--- config.mk ---
export PLATFORM = sky130hd
export DESIGN_NAME = fetch_unit
export DESIGN_NICKNAME = d
export VERILOG_FILES = /design/src/rtl/fetch_unit.sv
export SDC_FILE = /design/constraint.sdc
export NUM_CORES = 1
export LEC_CHECK = 0
export ABC_CLOCK_PERIOD_IN_PS = 3300
export CAP_MARGIN = 15
export CELL_PAD_IN_SITES_DETAIL_PLACEMENT = 0
export CELL_PAD_IN_SITES_GLOBAL_PLACEMENT = 1
export CORE_MARGIN = 2
export CORE_UTILIZATION = 39
export CTS_CLUSTER_SIZE = 10
export DETAILED_ROUTE_END_ITERATION = 16
export MAX_ROUTING_LAYER = met4
export PLACE_DENSITY_LB_ADDON = 0.1
export SYNTH_ARGS = -nofsm -noshare
export SYNTH_HDL_FRONTEND = slang
export SYNTH_SLANG_ARGS = --single-unit
--- constraint.sdc ---
create_clock -name clk -period 3.3 [get_ports clk]
set_input_delay 0.99 -clock clk [delete_from_list [all_inputs] [get_ports clk]]
set_output_delay 0.99 -clock clk [all_outputs]
set_load 0.05 [all_outputs]
--- src/rtl/fetch_unit.sv ---
// Instruction fetch stage: one outstanding read to a handshaked instruction memory,
// a single-entry decode slot with a skid buffer, redirect squashing and HALT stop.
module fetch_unit #(
  parameter logic [15:0] RESET_PC  = 16'h0000,
  parameter logic [15:0] NOP_INSTR = 16'h0800
) (
  input  logic        clk,
  input  logic        rst,
  output logic        imem_rd,
  output logic [15:0] imem_addr,
  input  logic [15:0] imem_data,
  input  logic        imem_done,
  input  logic        decode_stall,
  input  logic        redirect_en,
  input  logic [15:0] redirect_pc,
  output logic [15:0] instr_out,
  output logic [15:0] pc_plus2_out,
  output logic        instr_valid,
  output logic        halted
);

  localparam logic [2:0] IDLE  = 3'd0;
  localparam logic [2:0] ISSUE = 3'd1;
  localparam logic [2:0] WAIT  = 3'd2;
  localparam logic [2:0] HOLD  = 3'd3;
  localparam logic [2:0] HALT  = 3'd4;

  logic [2:0]  stateReg;
  logic [15:0] pcReg;
  logic [15:0] instrReg;
  logic [15:0] pcPlus2Reg;
  logic        validReg;
  logic [15:0] skidReg;
  logic        skidValidReg;
  logic        squashReg;
  logic        haltedReg;

  logic [15:0] pcNext;
  logic        slotFree;
  logic        memIsHalt;
  logic        skidIsHalt;

  assign pcNext     = pcReg + 16'd2;
  assign slotFree   = ~validReg | ~decode_stall;
  assign memIsHalt  = (imem_data[15:11] == 5'b00000);
  assign skidIsHalt = (skidReg[15:11] == 5'b00000);

  assign imem_rd      = (stateReg == ISSUE) & ~rst;
  assign imem_addr    = pcReg;
  assign instr_out    = instrReg;
  assign pc_plus2_out = pcPlus2Reg;
  assign instr_valid  = validReg;
  assign halted       = haltedReg;

  always_ff @(posedge clk) begin
    if (rst) begin
      stateReg     <= IDLE;
      pcReg        <= RESET_PC;
      instrReg     <= NOP_INSTR;
      pcPlus2Reg   <= 16'h0000;
      validReg     <= 1'b0;
      skidReg      <= 16'h0000;
      skidValidReg <= 1'b0;
      squashReg    <= 1'b0;
      haltedReg    <= 1'b0;
    end else if (redirect_en) begin
      pcReg        <= redirect_pc;
      validReg     <= 1'b0;
      instrReg     <= NOP_INSTR;
      skidValidReg <= 1'b0;
      haltedReg    <= 1'b0;
      case (stateReg)
        ISSUE: begin
          // The read launched this cycle targets the old path; drop its data.
          stateReg  <= WAIT;
          squashReg <= 1'b1;
        end
        WAIT: begin
          if (imem_done) begin
            stateReg  <= ISSUE;
            squashReg <= 1'b0;
          end else begin
            squashReg <= 1'b1;
          end
        end
        default: begin
          stateReg  <= ISSUE;
          squashReg <= 1'b0;
        end
      endcase
    end else begin
      // Accepted slot empties unless a load below overwrites it at the same edge.
      if (validReg && !decode_stall) begin
        validReg <= 1'b0;
        instrReg <= NOP_INSTR;
      end
      case (stateReg)
        IDLE:  stateReg <= ISSUE;
        ISSUE: stateReg <= WAIT;
        WAIT: begin
          if (imem_done) begin
            if (squashReg) begin
              squashReg <= 1'b0;
              stateReg  <= ISSUE;
            end else if (slotFree) begin
              instrReg   <= imem_data;
              pcPlus2Reg <= pcNext;
              validReg   <= 1'b1;
              pcReg      <= pcNext;
              haltedReg  <= memIsHalt;
              stateReg   <= memIsHalt ? HALT : ISSUE;
            end else begin
              skidReg      <= imem_data;
              skidValidReg <= 1'b1;
              stateReg     <= HOLD;
            end
          end
        end
        HOLD: begin
          if (!decode_stall && skidValidReg) begin
            instrReg     <= skidReg;
            pcPlus2Reg   <= pcNext;
            validReg     <= 1'b1;
            pcReg        <= pcNext;
            skidValidReg <= 1'b0;
            haltedReg    <= skidIsHalt;
            stateReg     <= skidIsHalt ? HALT : ISSUE;
          end
        end
        HALT:    stateReg <= HALT;
        default: stateReg <= IDLE;
      endcase
    end
  end

endmodule
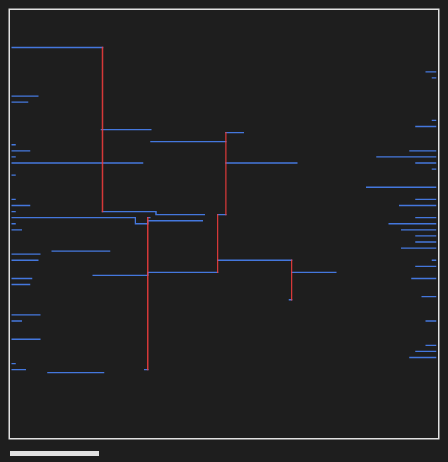
(wiring by layer)
The bar under the picture is 20 microns long. Only two layers are drawn.
legend:
  blue:
    layer: metal 3
    wire_length: 436 microns
  red:
    layer: metal 4
    wire_length: 111 microns
via count: 2941
Total Wirelength: 8544 microns
Tot GR Track Use: 20.16%

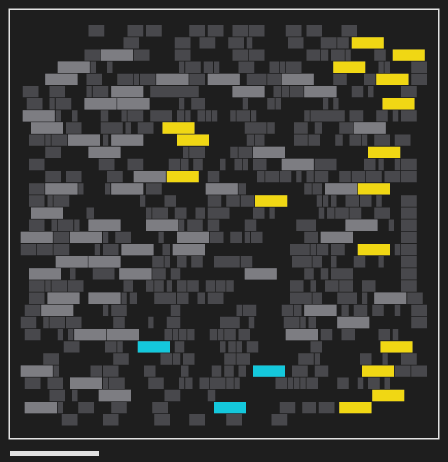
(sequential cells grouped by signal name)
The bar under the picture is 20 microns long.
legend:
  yellow:
    name_in_the_netlist: pc_plus2_out
    flops: 16
  cyan:
    name_in_the_netlist: stateReg
    flops: 3
not colored: 52
final core occ: 53.80%
fraction of area in registers: 32.32%
Sequential cell area: 1421 sq um

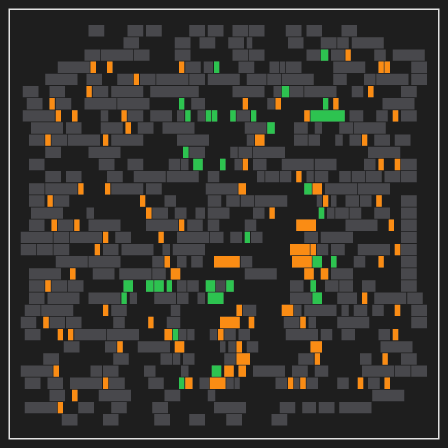
(selected gate families)
legend:
  green:
    family: nand cells
    cells: 33
  orange:
    family: nor cells
    cells: 91
    where: all over the die
logic share of the area: 37.95%
commonest non-fill, non-tap cell in the layout: clkdlybuf4s50_1

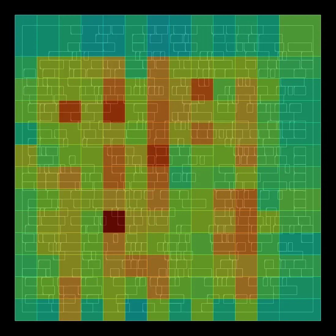
(congestion heat map)
WL/cell: 15.37 microns
met2 Track Usage GR: 33.16%

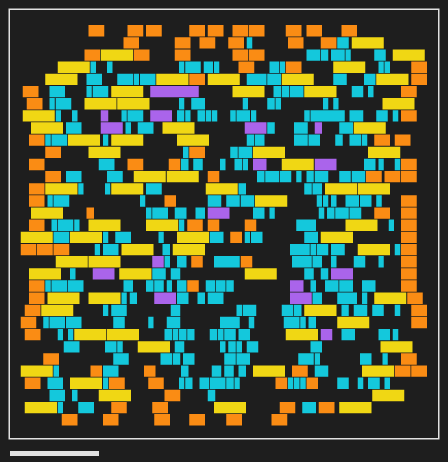
(cells colored by class)
The bar under the picture is 20 microns long.
legend:
  orange:
    class: remaining buffers and delay cells
    cells: 99
    share_of_their_area: 22%
  purple:
    class: clock drivers and dummy loads
    cells: 16
    share_of_their_area: 4.6%
  yellow:
    class: sequential cells
    cells: 71
    share_of_their_area: 33%
  cyan:
    class: combinational and other logic
    cells: 265
    share_of_their_area: 40%
Rows: 33
Final Cell Area: 4398 sq um
Core Area: 8175 sq um

==> flow_summary.json <==
{
  "synth_area_sq_um": 3284,
  "yosys.area.top_type": "dfxtp_1",
  "clk_path_buf_depth": 2,
  "drv_slew": 0,
  "p_sw_uw": 602.0,
  "powerDensity_nw_per_um2": 450.6,
  "rsz0062_at_grt": "false",
  "yosysChipArea_sq_um": 3284,
  "ctsHoldBuffers": 0,
  "edf_count": 0,
  "grt_use_met3_pct": 6.108,
  "cp_slowest_stage_delay_ns": 0.88,
  "cts_sinks": 71,
  "dp_hpwl_microns": 5905,
  "top_cell_area_share_pct": 43.28,
  "cp_slowest_cell": "clkdlybuf4s50_1",
  "async_flop_share_pct": 0,
  "irDropWorstVdd_mv": 0.3266,
  "slew_headroom_pct": 60.53,
  "cts_root_buf": "clkbuf_8",
  "h-tree-depth": 3,
  "status": "finished clean",
  "p_sw_share_pct": 30.37,
  "drcViolationCount": 0,
  "die_h_microns": 95.77,
  "layout_top_cells": "85 x clkdlybuf4s50_1, 71 x nor2_1, 71 x dfxtp_1",
  "yosys-top-cells-area": "dfxtp_1 43%, nor2_1 8.1%, mux2i_1 5.2%, a211oi_1 5.0%, a222oi_1 4.6%",
  "num_io_pins": 88,
  "seq_power_share_pct": 47.1,
  "crit_path_max_fanout": 8,
  "p_int_uw": 1380,
  "synth.avg_cell_area_sq_um": 8.949,
  "comb_area_sq_um": 1669,
  "synthCells": 367,
  "io_buffers": 87,
  "critical_path_class": "flip-flop to output port",
  "tightest_slew_ns": 0.5921,
  "fp_nets": 405,
  "ant_nets": 0,
  "ff2ff_setup_slack_ns": 1.08,
  "dpl-instance-area_sq_um": 4202,
  "synth.distinct_cells": 52,
  "yosys-stat-cells": 367,
  "min_path_type": "flip-flop to flip-flop",
  "firstDrtPassIters": 6,
  "n_antenna_cell": 0,
  "endpoint_kind": "output port",
  "finalSetupTns_ns": 0
}
## cells by family after synthesis
family	share of synthesized area, %
buf+inv	6.171
compound gates	19.31
mux	5.181
fa+ha+maj	0.3809
simple gates	19.81
flops	43.28
xor+xnor	5.867
## layout make-up
type / count / share of cell area [%]
Multi-Input combinational cell: 258 / 37.95
Sequential cell: 71 / 32.32
Timing Repair Buffer: 99 / 21.68
Tap cell: 105 / 2.987
Clock buffer: 9 / 2.817
Clock inverter: 7 / 1.650
Inverter: 7 / 0.5974
## final timing paths
path              cells past startpoint         endpoint            start
hold reg to reg                       2  pc_plus2_out[0]  pc_plus2_out[0]
setup reg to reg                      5     imem_addr[6]      stateReg[1]
setup / recovery                      1     imem_addr[4]     imem_addr[4]
hold / removal                        2  pc_plus2_out[0]  pc_plus2_out[0]
## metrics by stage
stage	std cells	power [uW]	setup slack, ns
final	556	1982	0.5513
after global routing	556	2073	0.4282
after CTS	556	2006	0.5221
after detailed placement	540	1306	0.2154
after global placement	540	1304	0.3124
after floorplan	367	1174	0.2867
## per-layer routing
| layer | wire length (microns) | vias to the layer above | part of all wire [%] |
|---|---|---|---|
| met5 | 0 | - | 0 |
| met4 | 110 | 0 | 1.3 |
| met3 | 435 | 14 | 5.1 |
| met2 | 4118 | 64 | 48 |
| met1 | 3878 | 1384 | 45 |
| li1 | - | 1479 | - |
## state kept, by name, indices dropped and copies added, names as in the netlist
name / cells
instr_valid: 1
stateReg: 3
skidValidReg: 1
squashReg: 1
halted: 1
imem_addr: 16
skidReg: 16
pc_plus2_out: 16
instr_out: 16
## power groups by stage
stage          Combinational, uW  Clock, uW  Sequential (uW)
2_1_floorplan                162          0             1010
3_3_place_gp                 350          0              954
3_5_place_dp                 353          0              953
4_1_cts                      354        720              933
5_1_grt                      375        759              939
6_report                     349        699              933
## worst register-to-register path, stage by stage (launching register included)
cell and delay (ns):
dfxtp_1 0.47, nor2b_2 0.41, and3_1 0.59, o2111ai_1 0.22, xor2_1 0.17, a211oi_1 0.27
## cell usage after synthesis, types with 2 or more instances
library cell,number
nand4_1,3
xor2_1,8
a221oi_1,2
a21o_1,2
nor4_1,3
o21ai_0,8
nand2_1,18
nor3_1,6
and3_1,3
a21oi_1,13
o21ai_1,6
nor2b_1,2
buf_2,6
mux2i_1,17
buf_4,4
nand3_1,6
or4_1,2
nor2_1,71
a222oi_1,15
a22oi_1,2
o22ai_1,2
clkbuf_1,15
a2111oi_1,2
buf_6,5
inv_1,7
nand2b_1,3
a211oi_1,22
xnor2_1,14
nor4_2,3
dfxtp_1,71
o21a_1,2
nor3b_1,2
o2111ai_1,3
Power figures rest on the tool's default switching activity, not on a simulated workload.
